==> run_1/zoom.png <==
Scale bar: 20 um. Window x 42 to 92, y 69 to 119 um. Cells in gray, sequential cells in the stronger gray; small squares are vias.
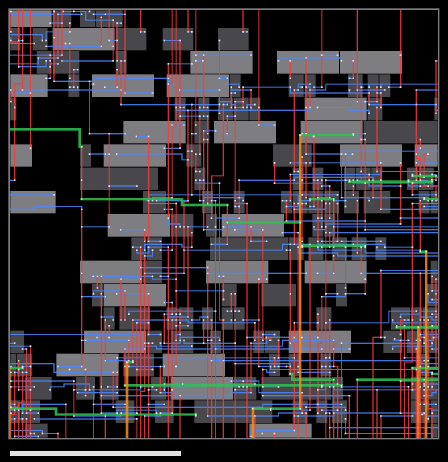
==> run_1/registers.png <==
Scale bar: 50 um. Other sequential cells in the stronger gray, the rest of the logic in the fainter gray.
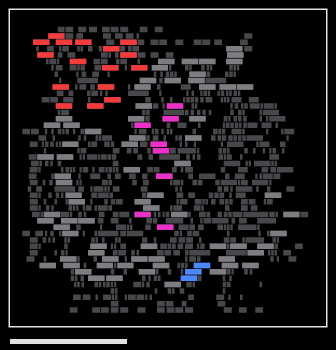
==> run_1/pins.png <==
Scale bar: 50 um. Pins as bars across the die edge, other pins in gray.
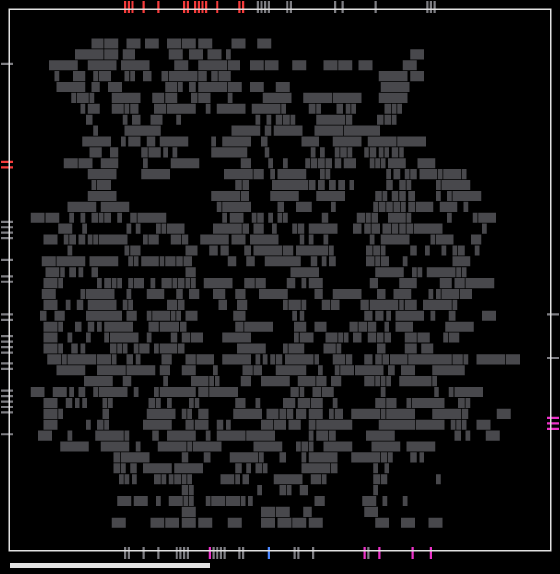
<file path="src/rtl/dfg_sched_eval.sv">
// Evaluates x = (a+c)*(b+d) + b and y = (a+c)*(b+d) * e on one shared adder and one shared
// multiplier, sequenced by a six-state controller with valid/ready handshakes on both sides.
module dfg_sched_eval #(
   parameter int W     = 8,
   parameter int SAT   = 0,
   parameter int CNT_W = 16
) (
   input  logic             clk,
   input  logic             rst,
   input  logic             in_valid,
   output logic             in_ready,
   input  logic [W-1:0]     a,
   input  logic [W-1:0]     b,
   input  logic [W-1:0]     c,
   input  logic [W-1:0]     d,
   input  logic [W-1:0]     e,
   output logic             out_valid,
   input  logic             out_ready,
   output logic [W-1:0]     x,
   output logic [W-1:0]     y,
   output logic             busy,
   output logic [CNT_W-1:0] done_cnt
);

   typedef enum logic [2:0] {
      IDLE = 3'd0,
      ADD1 = 3'd1,
      ADD2 = 3'd2,
      MUL  = 3'd3,
      FIN  = 3'd4,
      OUT  = 3'd5
   } state_t;

   state_t state;

   logic [W-1:0] ra, rb, rc, rd, re;
   logic [W-1:0] rt1, rt2, rt3;
   logic [W-1:0] add_a, add_b, mul_a, mul_b;
   logic [W-1:0] add_res, mul_res;

   // Each operation clamps on its own full-precision result, so saturation propagates through the graph.
   function automatic logic [W-1:0] sat_add(input logic [W-1:0] p, input logic [W-1:0] q);
      logic [W:0] s;
      s = {1'b0, p} + {1'b0, q};
      if (SAT != 0 && s[W])
         return '1;
      return s[W-1:0];
   endfunction

   function automatic logic [W-1:0] sat_mul(input logic [W-1:0] p, input logic [W-1:0] q);
      logic [2*W-1:0] m;
      m = {{W{1'b0}}, p} * {{W{1'b0}}, q};
      if (SAT != 0 && (|m[2*W-1:W]))
         return '1;
      return m[W-1:0];
   endfunction

   always_comb begin
      add_a = ra;
      add_b = rc;
      mul_a = rt1;
      mul_b = rt2;
      case (state)
         ADD2: begin
            add_a = rb;
            add_b = rd;
         end
         FIN: begin
            add_a = rt3;
            add_b = rb;
            mul_a = rt3;
            mul_b = re;
         end
         default: ;
      endcase
   end

   assign add_res = sat_add(add_a, add_b);
   assign mul_res = sat_mul(mul_a, mul_b);

   always_ff @(posedge clk) begin
      if (rst) begin
         state    <= IDLE;
         ra       <= '0;
         rb       <= '0;
         rc       <= '0;
         rd       <= '0;
         re       <= '0;
         rt1      <= '0;
         rt2      <= '0;
         rt3      <= '0;
         x        <= '0;
         y        <= '0;
         done_cnt <= '0;
      end else begin
         case (state)
            IDLE: begin
               if (in_valid) begin
                  ra    <= a;
                  rb    <= b;
                  rc    <= c;
                  rd    <= d;
                  re    <= e;
                  state <= ADD1;
               end
            end
            ADD1: begin
               rt1   <= add_res;
               state <= ADD2;
            end
            ADD2: begin
               rt2   <= add_res;
               state <= MUL;
            end
            MUL: begin
               rt3   <= mul_res;
               state <= FIN;
            end
            FIN: begin
               x     <= add_res;
               y     <= mul_res;
               state <= OUT;
            end
            OUT: begin
               if (out_ready) begin
                  done_cnt <= done_cnt + CNT_W'(1);
                  state    <= IDLE;
               end
            end
            default: state <= IDLE;
         endcase
      end
   end

   // Handshake flags depend on the state register alone; unused encodings read as not busy.
   assign in_ready  = (state == IDLE);
   assign out_valid = (state == OUT);
   assign busy      = (state inside {ADD1, ADD2, MUL, FIN, OUT});

endmodule

</file>
<file path="config.mk">
export PLATFORM = sky130hd
export DESIGN_NAME = dfg_sched_eval
export DESIGN_NICKNAME = d
export VERILOG_FILES = /design/src/rtl/dfg_sched_eval.sv
export SDC_FILE = /design/constraint.sdc
export NUM_CORES = 1
export LEC_CHECK = 0
export CORE_MARGIN = 5
export CORE_UTILIZATION = 35
export CTS_CLUSTER_DIAMETER = 60
export DETAILED_ROUTE_END_ITERATION = 10
export GPL_ROUTABILITY_DRIVEN = 0
export PLACE_DENSITY_LB_ADDON = 0.2
export SLEW_MARGIN = 20
export SYNTH_ARGS = -nofsm -noshare
export SYNTH_HDL_FRONTEND = slang
export SYNTH_SLANG_ARGS = --single-unit
</file>
<file path="constraint.sdc">
create_clock -name clk -period 11.1 [get_ports clk]
set_input_delay 1.11 -clock clk [delete_from_list [all_inputs] [get_ports clk]]
set_output_delay 1.11 -clock clk [all_outputs]
set_load 0.02 [all_outputs]
</file>
==> out/metrics.cfg, run 1 <==
[clock_tree]
h-tree-depth = 3
cts_root_buffer = clkbuf_16
clk_pin_slew_ps = 60

[hold_path]
worstHoldEndpoint = y[0]
hp-start = y[0]

[final_timing]
finalClockPeriodUsage_pct = 47.1
tns_ps = 0
fin_worst_skew_ps = 10.7
clock.fmax_mhz = 191

[critical_path]
critical-path-max-stage-delay_ps = 720
timing.critical_path.to = y[7]
crit_cells = 14
critPathArrivalTime_ps = 5480
path_buffers = 3

[global_routing]
grtUsageMet2_pct = 27.2
busiest_layer = met2
met3_usage_pct = 4.51
grt_start_max_net_pins = 103
antenna_found_initial = 0

[layout]
top_register = done_cnt
comb_share_pct = 47.5
clock_area_share_pct = 4.60
fillers = 1566
nClkBuffers = 12

[floorplanning]
nWellTaps = 211
io_pins = 79
die_y_um = 135
rows = 45

[place]
io_buffers = 78

[yosys]
ys_cells = 699
yosys_area_mm2 = 0.00545

[status]
outcome = finished clean

[drt]
detail_route.first_pass.iterations = 5
routed-wl-met3_um = 829
drc = 0

About zoom.png:
| layer | color |
|---|---|
| met1 | blue |
| met2 | red |
| met4 | orange |
| met3 | green |
sequential cells in the window: 27
most frequent: nand2_1 (38), dfxtp_1 (27), a21oi_1 (16)
netlist names of flops here include: `x` (6), `done_cnt` (5), `rt1` (5)
cells with their middle in the window: 140

About registers.png:
| netlist name | color | placed flops |
|---|---|---|
| `done_cnt` | red | 16 |
| `rt1` | magenta | 8 |
| `state` | blue | 3 |
not colored: 72
post-layout util: 43.5%
Seq power: 0.402 mW
Reg area: 0.00198 mm2
sequential share of cell area: 29.8%

About pins.png:
| port | color | pins | direction | edge |
|---|---|---|---|---|
| `e` | magenta | 8 | input | 5 south, 3 east |
| `done_cnt` | red | 16 | output | 14 north, 2 west |
| `busy` | blue | 1 | output | south |

[run 1: cells by family after synthesis]
| family | Yosys count | share of synthesized area (%) |
|---|---|---|
| AND-OR/OR-AND | 145 | 15.8 |
| buffers and inverters | 83 | 5.85 |
| multiplexers | 7 | 1.28 |
| AND/OR/NAND/NOR | 290 | 23.3 |
| XOR/XNOR | 38 | 7.11 |
| flip-flops | 99 | 36.3 |
| adder cells (fa/ha/maj) | 37 | 10.3 |
[run 1: cells in the final DEF (no fill, tap or decap), types with 3 or more instances in the layout]
cell,count
nand2_1,181
dfxtp_1,99
clkdlybuf4s50_1,77
a21oi_1,69
nor2_1,35
inv_1,32
o21ai_0,25
nand3_1,24
ha_1,24
xnor2_1,21
and3_1,14
xor2_1,13
fa_1,13
a31oi_1,12
a22oi_1,12
clkbuf_16,9
and2_1,7
a211oi_1,7
mux2i_1,7
nand3b_1,6
nand2b_1,5
buf_4,5
a22o_1,4
xnor3_1,4
nor3_1,3
a21o_1,3
and4_1,3
[run 1: where the power goes]
group / leakage [nW] / total [mW] / switching, mW / internal, mW
clock network: 0.149 / 0.320 / 0.137 / 0.183
registers: 0.805 / 0.402 / 0.0269 / 0.375
logic: 1.63 / 0.135 / 0.0795 / 0.0552
[run 1: through the flow]
step           setup slack [ps]  util [%]  cell area [um2]  hold slack (ps)  power [mW]
6_report                   5870      43.5             6640              456       0.857
5_1_grt                    5560      43.5             6640              480       0.901
4_1_cts                    5870      43.5             6640              461       0.868
3_5_place_dp               5900      41.5             6330              453       0.545
3_3_place_gp               6060      41.5             6330              452       0.543
2_1_floorplan              6080         -             5450              432       0.493
[run 1: tightest hold or removal path, stage by stage, from the launching register on]
cell and delay (ps):
dfxtp_1 310, nand2_1 50, a21oi_1 50
==> inputs of run 2 (changes only) <==
==> constraint.sdc (replaced) <==
create_clock -name clk -period 5.4 [get_ports clk]
set_input_delay 0.54 -clock clk [delete_from_list [all_inputs] [get_ports clk]]
set_output_delay 0.54 -clock clk [all_outputs]
set_load 0.02 [all_outputs]
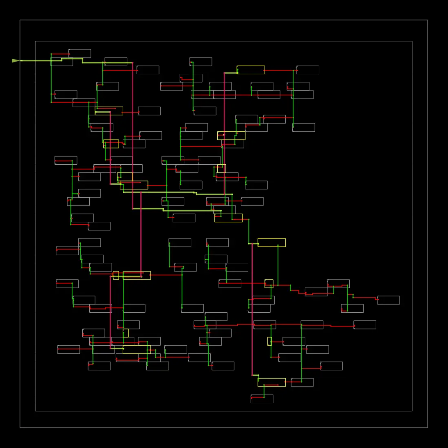
(run_2/final_clocks.png)
TritonCTS buffer count: 9
seq_cells: 99
clock group power: 0.614 mW
clk latency late pin: 350 ps

==> run 2 against run 1 <==
Against the previous run:
- synthesized cell count stayed put
- design area increased by 0.43%
- power rose by 100%
- critical path type unchanged
- highest routed layer unchanged
==> out/metrics.cfg, run 2 <==
[layout]
mostFrequentLayoutCells = nand2_1, dfxtp_1, clkdlybuf4s50_1
seq_area_mm2 = 0.00198
fillers = 1570
lay_top_count = nand2_1
fin_area_mm2 = 0.00667
top_register = done_cnt
utilization_pct = 43.7

[floorplanning]
io_pins = 79
die_y_um = 135
rows = 45

[global_routing]
busiest_layer = met2
met3_usage_pct = 2.42
grt_start_max_net_pins = 54
antenna_found_initial = 0
grt_pass1_wl_um = 24100

[place]
place_inst = 949
placed_area_mm2 = 0.00639
io_buffers = 78
pre_cts_ws_ps = 599

[final_timing]
tns_ps = 0
clock.fmax_mhz = 207
layout_setup_ws_ps = 561
fin_worst_skew_ps = 7.05
finalClockPeriodUsage_pct = 89.6
whs_ps = 460

[critical_path]
critPathArrivalTime_ps = 5110
r2r_start = state[0]
cp.required_ps = 5670
path_buffers = 4
critical-path-max-stage-delay_ps = 560
worstSetupPathType = reg -> reg

[hold_path]
hp-start = rd[7]
hold_path.class = reg -> reg
worstHoldEndpoint = rd[7]

[job]
warnings = 26

[clock_tree]
cts_root_buffer = clkbuf_16
clk_pin_slew_ps = 70
h-tree-depth = 3

[drt]
vias_per_cell = 5.03
routed-wl-met3_um = 557
drc = 0
detail_route.first_pass.iterations = 6

[pwr]
p_total_mw = 1.72

[yosys]
synth_seq_share_pct = 36.3
yosys_area_mm2 = 0.00545
ys_ff = 99
ys_cells = 699

[status]
outcome = finished clean

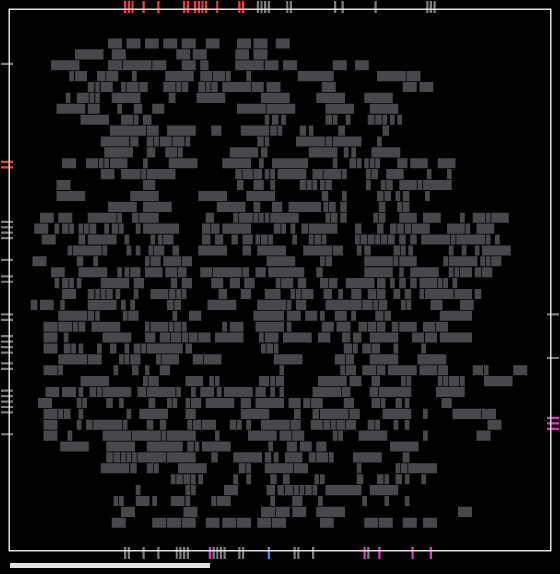
(run_2/pins.png)
Scale bar: 50 um. Pins as bars across the die edge, other pins in gray.
| port | color | pins | direction | edge |
|---|---|---|---|---|
| `e` | magenta | 8 | input | 5 south, 3 east |
| `busy` | blue | 1 | output | south |
| `done_cnt` | red | 16 | output | 14 north, 2 west |
all pins by edge: 26 north, 24 west, 24 south, 5 east

-- run 2: cell counts after synthesis --
Identical to the previous run, type by type.
-- run 2: worst max path at each step --
stage                     slack (ps)     end  startpoint  cells after the start
after floorplan                  380  rt3[7]    state[0]                     18
after global placement           780    y[7]    state[0]                     16
after detailed placement         600    y[7]    state[0]                     16
after CTS                        530  rt3[7]    state[0]                     16
after global routing             310  rt3[7]    state[0]                     16
final                            560  rt3[7]    state[0]                     16
-- run 2: power breakdown --
group          internal [mW]  switching (mW)
clock                  0.336           0.278
combinational          0.117           0.171
sequential             0.772          0.0476
-- run 2: cell families (layout without fill, tap and decap cells) --
group | after synthesis | after routing | synth area share (%)
flops | 99 | 99 | 36.3
buf+inv | 83 | 138 | 5.85
mux | 7 | 7 | 1.28
compound gates | 145 | 145 | 15.8
xor+xnor | 38 | 38 | 7.11
fa+ha+maj | 37 | 37 | 10.3
simple gates | 290 | 290 | 23.3
-- run 2: worst register-to-register path: stages, from the launching register on --
cell	delay, ps
dfxtp_1	320
nor2_1	210
and2_1	380
buf_4	260
a31oi_1	120
fa_1	410
fa_1	560
inv_1	50
fa_1	470
inv_1	50
fa_1	520
inv_1	40
ha_1	310
a21oi_1	170
xnor3_1	240
xnor3_1	390
a211oi_1	240
-- run 2: layout make-up --
| class | instances | share of cell area (%) |
|---|---|---|
| clock buffer | 12 | 3.85 |
| timing repair buffer | 90 | 13.0 |
| inverter | 32 | 1.80 |
| tap | 211 | 3.96 |
| sequential | 99 | 29.7 |
| clock inverter | 4 | 0.375 |
| multi-input combinational | 517 | 47.3 |
==> inputs of run 3 (changes only) <==
--- a/config.mk
+++ b/config.mk
@@ -5,6 +5,7 @@
 export SDC_FILE = /design/constraint.sdc
 export NUM_CORES = 1
 export LEC_CHECK = 0
+export CORE_ASPECT_RATIO = 1.25
 export CORE_MARGIN = 5
 export CORE_UTILIZATION = 35
 export CTS_CLUSTER_DIAMETER = 60
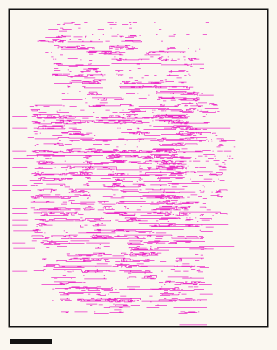
(run_3/met1.png)
Scale bar: 20 um.
wire length on this layer: 6050 um
main direction: horizontal
nets with wire on the layer: 769
share of all routed wire: 41%
longest straight run: 36.3 um

==> run 3 against run 2 <==
Against the previous run:
- global-route usage increased by 0.065 points
- die size hardly changed
- non-clock buffer count fell by 2
- critical path depth grew 1
- final cell count shrank 0.10%
- clock skew up 0.80 ps
- sequential power about the same
- setup slack gained 3.0 ps
==> out/metrics.cfg, run 3 <==
[final_timing]
finalClockPeriodUsage_pct = 89.5
clock.fmax_mhz = 207
tns_ps = 0

[critical_path]
r2r_start = state[0]
cp.required_ps = 5640
crit_cells = 17
critical-path-max-stage-delay_ps = 540
critPathArrivalTime_ps = 5080
path_buffers = 5

[status]
outcome = finished clean

[floorplanning]
io_pins = 79

[global_routing]
grt_start_max_net_pins = 70
antenna_found_initial = 0

[yosys]
yosys_area_mm2 = 0.00545
ys_ff = 99
ys_cells = 699

[drt]
detail_route.first_pass.iterations = 6
vias_per_cell = 5.01

[hold_path]
worstHoldEndpoint = y[0]

[layout]
mostFrequentLayoutCells = nand2_1, dfxtp_1, clkdlybuf4s50_1
utilization_pct = 43.4

[clock_tree]
cts_root_buffer = clkbuf_16

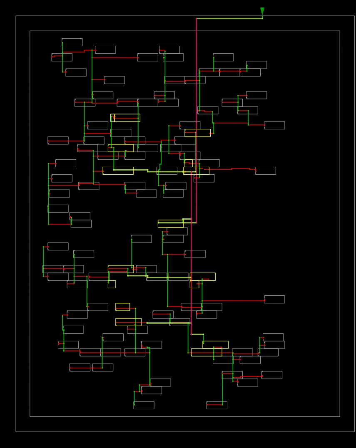
(run_3/final_clocks.png)
Fin Clk Skew: 7.85 ps
clkbuf count: 11
clock group power: 0.698 mW
clk sinks: 99
clk latency late pin: 340 ps

## run 3: cells by family after synthesis
logic type               Yosys count  synth area share [%]
buffers and inverters             83                  5.85
AND/OR/NAND/NOR                  290                  23.3
multiplexers                       7                  1.28
flip-flops                        99                  36.3
adder cells (fa/ha/maj)           37                  10.3
AND-OR/OR-AND                    145                  15.8
XOR/XNOR                          38                  7.11
## run 3: power breakdown
group	internal (mW)	switching (mW)	leakage (nW)
clock	0.421	0.278	0.152
combinational	0.117	0.174	1.66
sequential	0.772	0.0458	0.805
## run 3: per-layer routing
metal | wire length (um) | GRT usage [%] | vias to the layer above
li1 | - | - | 2425
met1 | 6050 | 19.6 | 2270
met2 | 7650 | 29.3 | 104
met3 | 560 | 1.89 | 28
met4 | 405 | 8.35 | 0
met5 | 0 | 0 | -
## run 3: final cells by class
type | count | area, um2
fillers | 1612 | 8740
clock inverters | 5 | 83.8
multi-input cells | 517 | 3160
inverters | 32 | 120
flip-flops and latches | 99 | 1980
repair buffers | 88 | 851
well taps | 212 | 265
clock buffers | 11 | 243
## run 3: worst max path at each step
stage	start	to
floorplan	state[0]	rt3[7]
global placement	state[0]	rt3[7]
detailed placement	state[0]	y[7]
CTS	state[0]	y[7]
global route	state[1]	y[7]
finish	state[0]	y[7]
## run 3: stage by stage
step | hold slack [ps] | area (um2) | total power, mW | instances | worst slack [ps]
after global placement | 448 | 6370 | 1.12 | 948 | 763
after CTS | 458 | 6700 | 1.83 | 964 | 543
after global routing | 475 | 6700 | 1.89 | 964 | 297
after detailed placement | 448 | 6370 | 1.13 | 948 | 562
after floorplan | 432 | 5450 | 1.01 | 699 | 379
final | 455 | 6700 | 1.81 | 964 | 564
Power figures rest on the tool's default switching activity, not on a simulated workload.
